$ cat src/rtl/lmc_pkg.sv
// Shared definitions for the LMC stream blocks: FSM encoding and RAM depth helper.
package lmc_pkg;

  typedef enum logic [1:0] {
    IDLE = 2'd0,
    RUN  = 2'd1,
    DONE = 2'd2
  } state_t;

  function automatic int unsigned depth(input int unsigned n);
    return 32'd1 << n;
  endfunction

endpackage

$ cat src/rtl/stream_fifo2.sv
// Two-entry first-word-fall-through FIFO with push/pop/flush and an occupancy count.
module stream_fifo2 #(
  parameter int M = 4
) (
  input  logic         clk,
  input  logic         rst_n,
  input  logic         push,
  input  logic         pop,
  input  logic         flush,
  input  logic [M-1:0] push_data,
  output logic [M-1:0] head,
  output logic [1:0]   count
);

  logic [M-1:0] mem [2];
  logic         wr_ptr;
  logic         rd_ptr;
  logic         push_ok;
  logic         pop_ok;

  assign push_ok = push && (count != 2'd2);
  assign pop_ok  = pop && (count != 2'd0);

  always_ff @(posedge clk or negedge rst_n) begin
    if (!rst_n) begin
      wr_ptr <= 1'b0;
      rd_ptr <= 1'b0;
      count  <= 2'd0;
    end else if (flush) begin
      wr_ptr <= 1'b0;
      rd_ptr <= 1'b0;
      count  <= 2'd0;
    end else begin
      if (push_ok) wr_ptr <= ~wr_ptr;
      if (pop_ok)  rd_ptr <= ~rd_ptr;
      count <= count + {1'b0, push_ok} - {1'b0, pop_ok};
    end
  end

  // Storage is not reset; the head is masked to zero whenever the FIFO is empty.
  always_ff @(posedge clk) begin
    if (push_ok && !flush) mem[wr_ptr] <= push_data;
  end

  assign head = (count != 2'd0) ? mem[rd_ptr] : '0;

endmodule

$ cat src/rtl/ram_stream_reader.sv
// Reads a contiguous, wrapping run of RAM words and delivers them as a valid/ready stream.
module ram_stream_reader
  import lmc_pkg::*;
#(
  parameter int N = 2,
  parameter int M = 4
) (
  input  logic         clk,
  input  logic         rst_n,
  input  logic         start,
  input  logic         abort,
  input  logic [N-1:0] base_adr,
  input  logic [N:0]   count,
  output logic [N-1:0] ram_adr,
  output logic         ram_rd_en,
  input  logic [M-1:0] ram_data,
  output logic [M-1:0] out_data,
  output logic         out_valid,
  input  logic         out_ready,
  output logic         out_last,
  output logic         busy,
  output logic         done
);

  state_t       state;
  state_t       next_state;
  logic [N-1:0] base;
  logic [N:0]   len;
  logic [N:0]   reads_issued;
  logic [N:0]   words_sent;
  logic         in_flight;
  logic [1:0]   fifo_count;
  logic [2:0]   occupancy;
  logic         issue;
  logic         flush;
  logic         push;
  logic         pop;
  logic         is_last;

  assign pop       = out_valid && out_ready;
  assign is_last   = (words_sent == len - (N+1)'(1));
  assign occupancy = {1'b0, fifo_count} + {2'b0, in_flight} - {2'b0, pop};
  // A return landing in the abort cycle is dropped rather than buffered.
  assign push      = in_flight && (state == RUN) && !abort;

  always_comb begin
    next_state = state;
    issue      = 1'b0;
    flush      = 1'b0;
    case (state)
      IDLE: begin
        if (start) next_state = RUN;
      end
      RUN: begin
        if (abort) begin
          next_state = IDLE;
          flush      = 1'b1;
        end else begin
          issue = (reads_issued < len) && (occupancy < 3'd2);
          if (pop && is_last) next_state = DONE;
        end
      end
      DONE: begin
        next_state = IDLE;
      end
      default: begin
        next_state = IDLE;
      end
    endcase
  end

  always_ff @(posedge clk or negedge rst_n) begin
    if (!rst_n) begin
      state        <= IDLE;
      base         <= '0;
      len          <= '0;
      reads_issued <= '0;
      words_sent   <= '0;
      in_flight    <= 1'b0;
    end else begin
      state     <= next_state;
      in_flight <= issue;
      if (state == IDLE && start) begin
        base         <= base_adr;
        len          <= (count == '0) ? (N+1)'(depth(N)) : count;
        reads_issued <= '0;
        words_sent   <= '0;
      end else if (state == RUN) begin
        if (issue) reads_issued <= reads_issued + (N+1)'(1);
        if (pop)   words_sent   <= words_sent + (N+1)'(1);
      end
    end
  end

  stream_fifo2 #(.M(M)) u_fifo (
    .clk       (clk),
    .rst_n     (rst_n),
    .push      (push),
    .pop       (pop),
    .flush     (flush),
    .push_data (ram_data),
    .head      (out_data),
    .count     (fifo_count)
  );

  assign ram_adr   = base + reads_issued[N-1:0];
  assign ram_rd_en = issue;
  assign out_valid = (fifo_count != 2'd0);
  assign out_last  = out_valid && is_last;
  assign busy      = (state == RUN);
  assign done      = (state == DONE);

endmodule

$ cat config.mk
export PLATFORM = sky130hd
export DESIGN_NAME = ram_stream_reader
export DESIGN_NICKNAME = d
export VERILOG_FILES = /design/src/rtl/lmc_pkg.sv /design/src/rtl/stream_fifo2.sv /design/src/rtl/ram_stream_reader.sv
export SDC_FILE = /design/constraint.sdc
export NUM_CORES = 1
export LEC_CHECK = 0
export CORE_MARGIN = 2
export CORE_UTILIZATION = 48
export CTS_BUF_LIST = sky130_fd_sc_hd__clkbuf_8
export DETAILED_ROUTE_END_ITERATION = 8
export PLACE_DENSITY = 0.8
export SLEW_MARGIN = 30
export SYNTH_ARGS = -nofsm -noshare
export SYNTH_HDL_FRONTEND = slang
export SYNTH_SLANG_ARGS = --single-unit
$ cat constraint.sdc
create_clock -name clk -period 2.7 [get_ports clk]
set_input_delay 0.405 -clock clk [delete_from_list [all_inputs] [get_ports clk]]
set_output_delay 0.405 -clock clk [all_outputs]
set_load 0.005 [all_outputs]
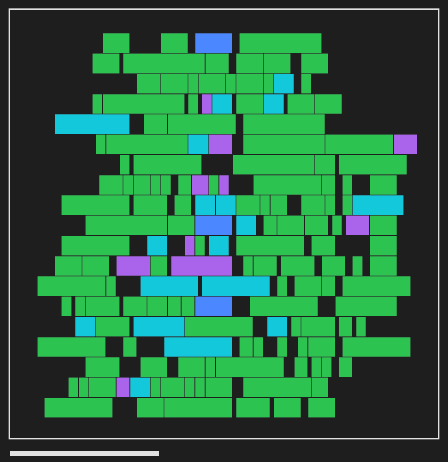
*Cells by drive strength*
Bar = 20 microns.
Green is drive 1 or less, cells 130, share 81%, most used clkdlybuf4s50_1. Blue is drive 6 and up, cells 3, share 1.9%, most used clkbuf_8. Cyan is drive 3 to 4, cells 18, share 11%, most used buf_4. Purple is drive 2, cells 10, share 6.2%, most used inv_2.
count of non-CTS buffers in the layout: 36
worst setup margin: -0.00800 ns
Layout Cell Area excl Fill: 1830 sq um
Area Growth Syn to Fin: 33.0%

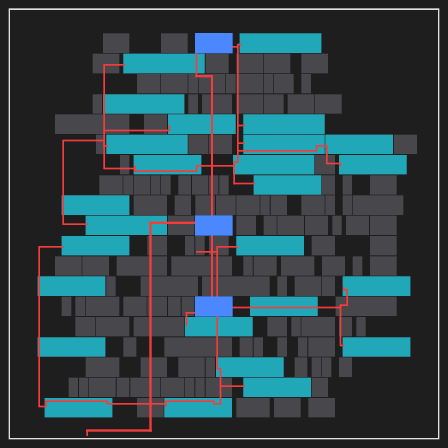
*Routed clock nets over the placement*
Red is clock wires, length 308 microns. Blue is cells driving clock nets, count 3. Cyan is flip-flops, count 26.
There are 4 routed clock nets.

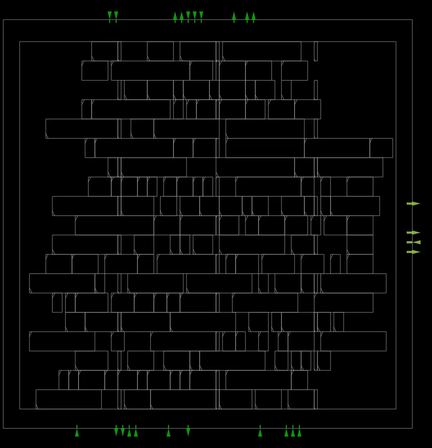
*Cell outlines without signal wires*
n_taps: 31
Seq/total area: 37.8%
CORE AREA: 2730 sq um
Layout Utilization: 66.8%
Finished Layout Cells: 192

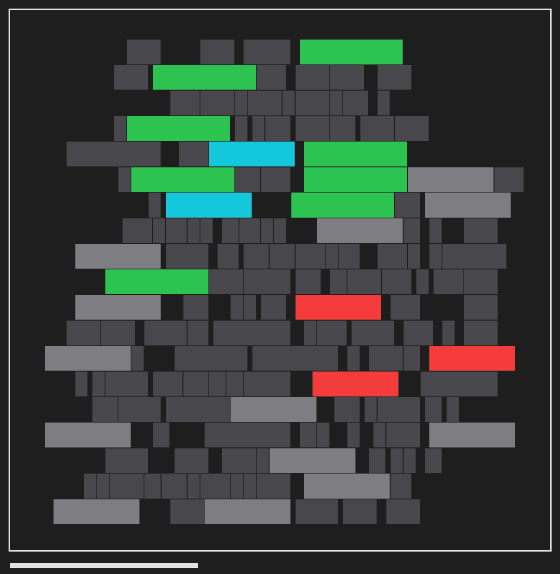
*Where the registers sit*
Bar = 20 microns.
Cyan is `u_fifo.count`, flops 2. Green is `u_fifo.mem`, flops 8. Red is `words_sent`, flops 3.

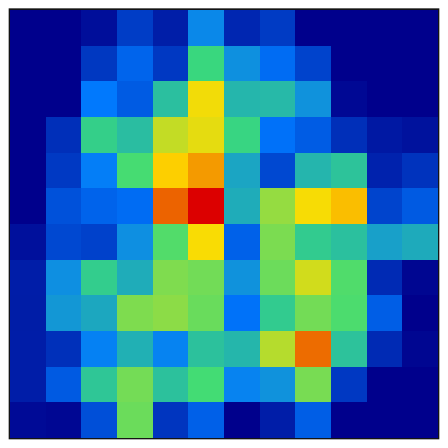
*Wire density map*
12 x 12 tiles, from dark blue (low) to red (high), scaled to the fullest tile. Values are wire area over tile area, all layers added.
The fullest tile reaches 0.49. The densest ninth of the die: center. 20% of the tiles are nearly empty. 21% of the tiles are over half the peak.
drt total wl: 2920 microns
wire per inst: 15.2 microns
GRT Total Usage: 19.2%

==> qor.csv <==
stage,metric,value,unit
outcome,status,finished with violations,
outcome,violations,negative setup slack,
synth,synth_seq_share,50.3,%
finish,drive_gt1_share,19.3,%
cts,cts-root-buf,clkbuf_8,
synth,top_area_cell,dfrtp_1,
cts,htreeDepth,1,
finish,mostFrequentLayoutCells,"clkdlybuf4s50_1 (22), dfrtp_1 (18), nor2_1 (17), buf_4 (12), nand2_1 (11)",
finish,antenna_cells,0,
worst_setup_path,end_kind,output port,
finish,n_fill_cell,199,
cts,clk_pin_slew,0.09,ns
sta,layout_min_cycle_time,2.71,ns
route,first_iter_violations,13,
run,maxCapViolCount,0,
place,hpwl,2060,microns
synth,top_cell_area_share,32.8,%
power,p_per_area,940,nW/um^2
power,total_leakage_power,0.817,nW
synth,yosys.cell_count.top_type,dfrtp_1,
worst_setup_path,crit_type,reg -> out,
route,drc,0,
cts,clockBufferDepth,2,
worst_setup_path,path_delay_family,adder cells,
synth,netlist_area,1370,sq um
finish,final_common_cell,clkdlybuf4s50_1,
route,drtPass1Iterations,4,
sta,fin_ws,-0.00800,ns
synth,ys_top_cells_by_count,"dfrtp_1 (18), nor2_1 (17), nand2_1 (12)",
worst_setup_path,max_stage_delay,0.40,ns
sta,rsz0062_at_grt,true,
synth,synth_cells,123,
floorplan,rows,19,
synth,avgSynthCellArea,11.2,sq um
global_routing,antenna_found_initial,0,
sta,final.setup.tns,-0.00800,ns
worst_setup_path,cp-startpoint,u_fifo.count[1],
worst_setup_path,crit_fanout,3,
sta,setup-violations-final,1,
worst_setup_path,cpMostUsedCell,inv_2,
worst_setup_path,cp-start-kind,flop,
sta,fin_skew,0.00325,ns
sta,max_freq,369,MHz
synth,ys_cells,123,
floorplan,die_h,57.5,microns
synth,synth-edff-count,8,
cts,clk_latency,0.27,ns
place,place_congestion,0.779,
floorplan,die_area,3310,sq um
floorplan,die_w,57.5,microns
place,portBuffers,24,
cts,cts_hold_buf,0,
synth,yosysWarnings,0,
global_routing,grt_pass1_vias,1038,
worst_setup_path,cp_slowest_cell,dfrtp_1,
route,ant_nets,0,
global_routing,grt_max_degree,19,
synth,yosys_area,1370,sq um
global_routing,gr-total-overflow,0,
route,dr_total_vias,1005,
global_routing,grt_pass1_wl,4660,microns
min_path,min_path_type,reg -> reg,
synth,synth-main-ff-cell,dfrtp_1,
sta,slew_headroom,44.0,%
synth,async_reset_ff_share,69.2,%
worst_setup_path,path_cells,o21ai_2 > inv_2 > ha_4 > inv_2 > nand2_2 > fa_2 > xnor2_4 > o211ai_4 > nor3b_4 > buf_2,
synth,ys.flops,26,
floorplan,num_io_pins,25,
worst_setup_path,r2r_end,reads_issued[0],
synth,synth.distinct_cells,28,
worst_setup_path,reg2reg_from,u_fifo.count[1],
synth,area_leaders,"dfrtp_1 (33%), edfxtp_1 (17%), ha_1 (8.2%)",
run,warnings,29,
worst_setup_path,critPathBufInv,3,
cts,cts_buffers,3,
finish,nets,186,
power,ir_drop,0.000542,V
cts,clock_sinks,26,
cts,cts_tree,yes,
sta,maxSlewViolCount,0,
sta,report.final.hold_viol_count,0,
place,place_ws,-0.682,ns
worst_setup_path,rrSetupSlack,0.31,ns
sta,fin_crit_sh,100,%
[registers in the layout, indices dropped and copies added (netlist names)]
signal         cells
u_fifo.mem         8
len                3
reads_issued       3
words_sent         3
base               2
state              2
u_fifo.count       2
in_flight          1
u_fifo.rd_ptr      1
u_fifo.wr_ptr      1
[metal layers]
layer	routed length, microns	share of wire, %	global-route usage [%]
met4	58	2.0	10.3
met1	1250	43	24.0
met3	78	2.7	2.49
met2	1530	52	32.1
met5	0	0	0
[stage by stage]
stage / hold slack (ns) / power, mW / instance area (sq um) / instances
global route: 0.543 / 1.83 / 1830 / 192
detailed placement: 0.474 / 1.36 / 1700 / 183
CTS: 0.495 / 1.65 / 1790 / 190
global placement: 0.465 / 1.32 / 1700 / 183
finish: 0.489 / 1.72 / 1830 / 192
floorplan: 0.109 / 1.02 / 1370 / 123
[how the worst min path moves through the flow]
stage	start	endpoint	slack, ns	cells after the start
2_1_floorplan	rst_n	base[0]	0.11	0
3_3_place_gp	base[0]	base[0]	0.47	2
3_5_place_dp	base[0]	base[0]	0.47	2
4_1_cts	base[0]	base[0]	0.50	2
5_1_grt	base[0]	base[0]	0.54	2
6_report	base[0]	base[0]	0.49	2
[layout make-up]
| class | count | area (sq um) | area share (%) |
|---|---|---|---|
| Sequential cell | 26 | 691 | 37.8 |
| Clock inverter | 1 | 3.75 | 0.205 |
| Timing Repair Buffer | 36 | 324 | 17.7 |
| Tap cell | 31 | 38.8 | 2.12 |
| Inverter | 11 | 41.3 | 2.26 |
| Multi-Input combinational cell | 84 | 687 | 37.6 |
| Clock buffer | 3 | 41.3 | 2.26 |
[what timing repair did]
action,CTS,global route
gates resized,13,3
buffers inserted,3,2
endpoints found under the setup margin,1,1
pin swaps,4,4
[power breakdown]
group	internal (mW)	switching (mW)
combinational	0.519	0.400
clock	0.102	0.121
sequential	0.492	0.0835
[cells by family (layout without fill, tap and decap cells)]
kind of cell / Yosys count / after routing / synth area share [%]
compound gates: 11 / 11 / 5.65
xor+xnor: 12 / 12 / 8.65
fa+ha+maj: 10 / 10 / 9.65
buf+inv: 13 / 51 / 3.55
flops: 26 / 26 / 50.3
mux: 7 / 7 / 5.10
simple gates: 44 / 44 / 17.1
[tightest hold or removal path: stages (launching register included)]
cell and delay, ns:
dfrtp_1 0.36, nand2_1 0.05, nand2_1 0.06
Power is estimated from default activity; no workload was simulated.
